run_1/layer_met1.png
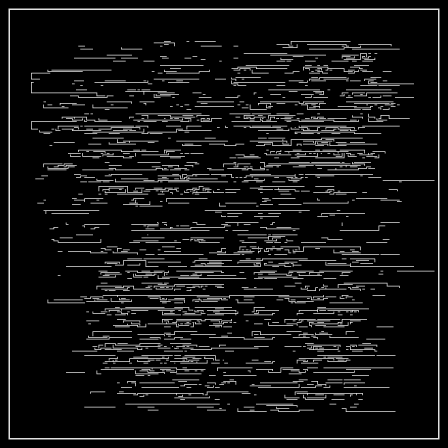
run_1/layer_met2.png
Bar = 20 um.
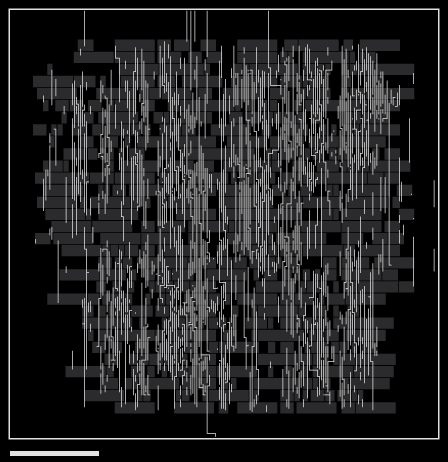
run_1/layer_met3.png
Bar = 20 um.
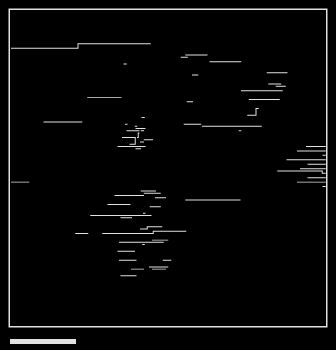
## src/rtl/debounce_pkg.sv

```systemverilog
// rtl/debounce_pkg.sv - shared constants and width helper for the push-button debouncer
package debounce_pkg;

  // 50 MHz system clock, 10 ms settle window
  localparam int DEFAULT_STABLE_TICKS = 500000;

  function automatic int cnt_width(input int ticks);
    return (ticks > 2) ? $clog2(ticks) : 1;
  endfunction

endpackage

```

## src/rtl/debounce_chan.sv

```systemverilog
// rtl/debounce_chan.sv - one debounced channel: sync chain, inversion, qualify counter, strobes
module debounce_chan
  import debounce_pkg::*;
#(
  parameter int SYNC_STAGES  = 2,
  parameter int STABLE_TICKS = DEFAULT_STABLE_TICKS,
  parameter bit INV          = 1'b0
) (
  input  logic clk,
  input  logic rst,
  input  logic sample_en,
  input  logic in,
  output logic level,
  output logic rise,
  output logic fall
);

  localparam int              CNT_W = cnt_width(STABLE_TICKS);
  localparam logic [CNT_W-1:0] LAST = CNT_W'(STABLE_TICKS - 1);

  logic [SYNC_STAGES-1:0] sync;
  logic [CNT_W-1:0]       cnt, cnt_d;
  logic                   level_d, rise_d, fall_d;
  logic                   s;

  // Sync flops idle at INV so the conditioned sample reads released out of reset
  always_ff @(posedge clk or posedge rst) begin
    if (rst) sync <= {SYNC_STAGES{INV}};
    else     sync <= {sync[SYNC_STAGES-2:0], in};
  end

  assign s = sync[SYNC_STAGES-1] ^ INV;

  always_comb begin
    cnt_d   = cnt;
    level_d = level;
    rise_d  = 1'b0;
    fall_d  = 1'b0;
    if (s == level) begin
      cnt_d = '0;
    end else if (sample_en) begin
      if (cnt == LAST) begin
        level_d = s;
        cnt_d   = '0;
        rise_d  = s;
        fall_d  = ~s;
      end else begin
        cnt_d = cnt + 1'b1;
      end
    end
  end

  always_ff @(posedge clk or posedge rst) begin
    if (rst) begin
      cnt   <= '0;
      level <= 1'b0;
      rise  <= 1'b0;
      fall  <= 1'b0;
    end else begin
      cnt   <= cnt_d;
      level <= level_d;
      rise  <= rise_d;
      fall  <= fall_d;
    end
  end

endmodule

```

## src/rtl/debounce_filter.sv

```systemverilog
// rtl/debounce_filter.sv - multi-channel push-button conditioner for the front panel
module debounce_filter
  import debounce_pkg::*;
#(
  parameter int                  CHANNELS     = 4,
  parameter int                  SYNC_STAGES  = 2,
  parameter int                  STABLE_TICKS = DEFAULT_STABLE_TICKS,
  parameter logic [CHANNELS-1:0] INVERT       = '0
) (
  input  logic                clk,
  input  logic                rst,
  input  logic                sample_en,
  input  logic [CHANNELS-1:0] in,
  output logic [CHANNELS-1:0] level,
  output logic [CHANNELS-1:0] rise,
  output logic [CHANNELS-1:0] fall
);

  for (genvar i = 0; i < CHANNELS; i++) begin : g_chan
    debounce_chan #(
      .SYNC_STAGES (SYNC_STAGES),
      .STABLE_TICKS(STABLE_TICKS),
      .INV         (INVERT[i])
    ) u_chan (
      .clk      (clk),
      .rst      (rst),
      .sample_en(sample_en),
      .in       (in[i]),
      .level    (level[i]),
      .rise     (rise[i]),
      .fall     (fall[i])
    );
  end

endmodule
```

## config.mk

```make
export PLATFORM = sky130hd
export DESIGN_NAME = debounce_filter
export DESIGN_NICKNAME = d
export VERILOG_FILES = /design/src/rtl/debounce_pkg.sv /design/src/rtl/debounce_chan.sv /design/src/rtl/debounce_filter.sv
export SDC_FILE = /design/constraint.sdc
export NUM_CORES = 1
export LEC_CHECK = 0
export CAP_MARGIN = 20
export CORE_MARGIN = 5
export CORE_UTILIZATION = 66
export DETAILED_ROUTE_END_ITERATION = 7
export PLACE_DENSITY = 0.87
export SYNTH_ARGS = -nofsm -noshare
export SYNTH_HDL_FRONTEND = slang
export SYNTH_SLANG_ARGS = --single-unit
```

## constraint.sdc

```tcl
create_clock -name clk -period 9.25 [get_ports clk]
set_clock_uncertainty 0.05 [all_clocks]
set_input_delay 1.3875 -clock clk [delete_from_list [all_inputs] [get_ports clk]]
set_output_delay 1.3875 -clock clk [all_outputs]
set_load 0.005 [all_outputs]
```

==> impl_metrics.py, run 1 <==
# Auto-generated metrics
metrics = {
    "worst_setup_path": {
        "worstSetupStartpointType": "primary input",
        "crit_path_start": "sample_en",
        "crit_fanout": 24,
    },
    "synth": {
        "common_cells": "96 x dfrtp_1, 72 x nand2_1, 58 x nor2_1",
        "compound_area_share_pct": 7.63,
        "ys_seq_share_pct": 48.8,
        "synth.most_common_cell": "dfrtp_1",
    },
    "clocking": {
        "cts_max_level": 3,
        "ctsLongestPathBuffers": 2,
        "post_cts_buffers": 0,
    },
    "layout": {
        "lay_top_count": "dfrtp_1",
        "sh_seq_area_pct": 45.4,
        "drive_above_1_share_pct": 5.83,
    },
    "routing": {
        "top_layer": "met4",
        "routed_wl_mm": 10.0,
        "met2_length_mm": 5.10,
    },
    "global_routing": {
        "gr-max-usage-layer": "met2",
        "grt-ovfl-total": 0,
        "grt_max_degree": 84,
    },
    "run_status": {
        "status": "finished clean",
    },
    "final_timing": {
        "slew_viol_final": 0,
        "setup-tns-final_ns": 0,
    },
    "place": {
        "dpl_cell_area_um2": 5080,
    },
    "floorplanning": {
        "die-area_um2": 9280,
    },
}
## Picture notes: layer_met1.png
longest straight run: 23.9 um
wire length on this layer: 4280 um
main direction: horizontal

## Picture notes: layer_met2.png
share of all routed wire: 51%
nets with wire on the layer: 465
wire length on this layer: 5100 um

## Picture notes: layer_met3.png
wire length on this layer: 409 um
main direction: horizontal

==> run 2: changes to the inputs <==
CORE_UTILIZATION = 55   (was 66)
PLACE_DENSITY = 0.78   (was 0.87)
clock period = 3.25 ns   (was 9.25 ns; I/O delays follow)
==> run 2 against run 1 <==
Against the previous run:
- critical path depth is 2 higher
- register-to-register slack lost 5.7 ns
- total power rose to 2.8 times the previous value
- clock power grew to 2.6 times the previous value
- non-clock buffer count rose by 3
- via count shrank 2.4%
- sequential power went up to 2.8 times the previous value
- first-iteration DRC count increased by 45%
- critical path type unchanged
- highest routed layer unchanged
==> impl_metrics.py, run 2 <==
# Auto-generated metrics
metrics = {
    "routing": {
        "top_layer": "met4",
        "routed_wl_mm": 9.48,
        "met2_length_mm": 4.61,
    },
    "floorplanning": {
        "die-area_um2": 10900,
    },
    "layout": {
        "final_util_pct": 60.8,
        "sh_seq_area_pct": 45.3,
        "drive_above_1_share_pct": 6.37,
        "lay_top_count": "dfrtp_1",
    },
    "place": {
        "dpl_cell_area_um2": 5130,
    },
    "pwr": {
        "clock_power_mw": 0.710,
    },
    "clocking": {
        "ctsLongestPathBuffers": 2,
        "post_cts_buffers": 0,
        "cts_max_level": 3,
    },
    "hold_path": {
        "min_path_type": "reg -> reg",
    },
    "global_routing": {
        "grt_pass1_vias": 3674,
        "antenna_found_initial": 0,
        "grt_max_degree": 40,
    },
    "run_status": {
        "status": "finished clean",
    },
    "worst_setup_path": {
        "worstSetupStartpointType": "primary input",
        "crit_path_start": "sample_en",
        "crit_fanout": 23,
    },
    "synth": {
        "ys_seq_share_pct": 48.8,
        "compound_area_share_pct": 7.63,
        "synth.most_common_cell": "dfrtp_1",
        "common_cells": "96 x dfrtp_1, 72 x nand2_1, 58 x nor2_1",
    },
    "final_timing": {
        "slew_viol_final": 0,
    },
}
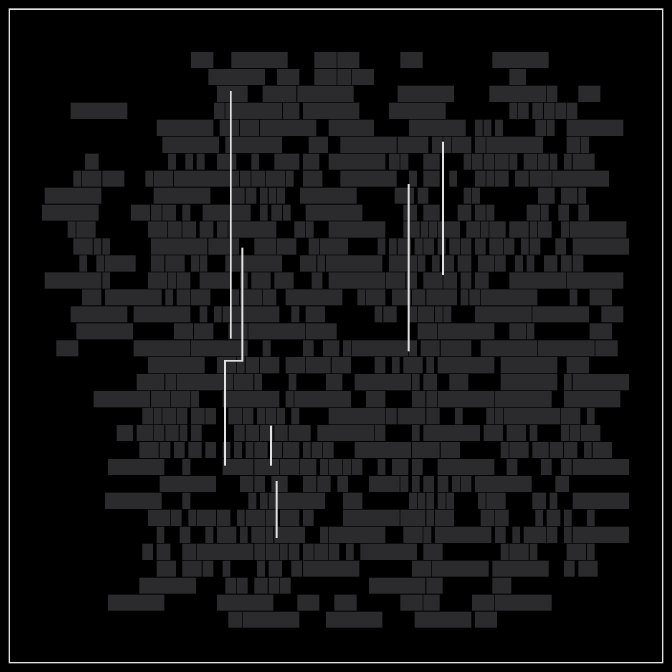
run_2/layer_met4.png
longest straight run: 39.4 um
main direction: vertical
share of all routed wire: 1.5%

No activity file was given, so power comes from the tool's default toggle rates.
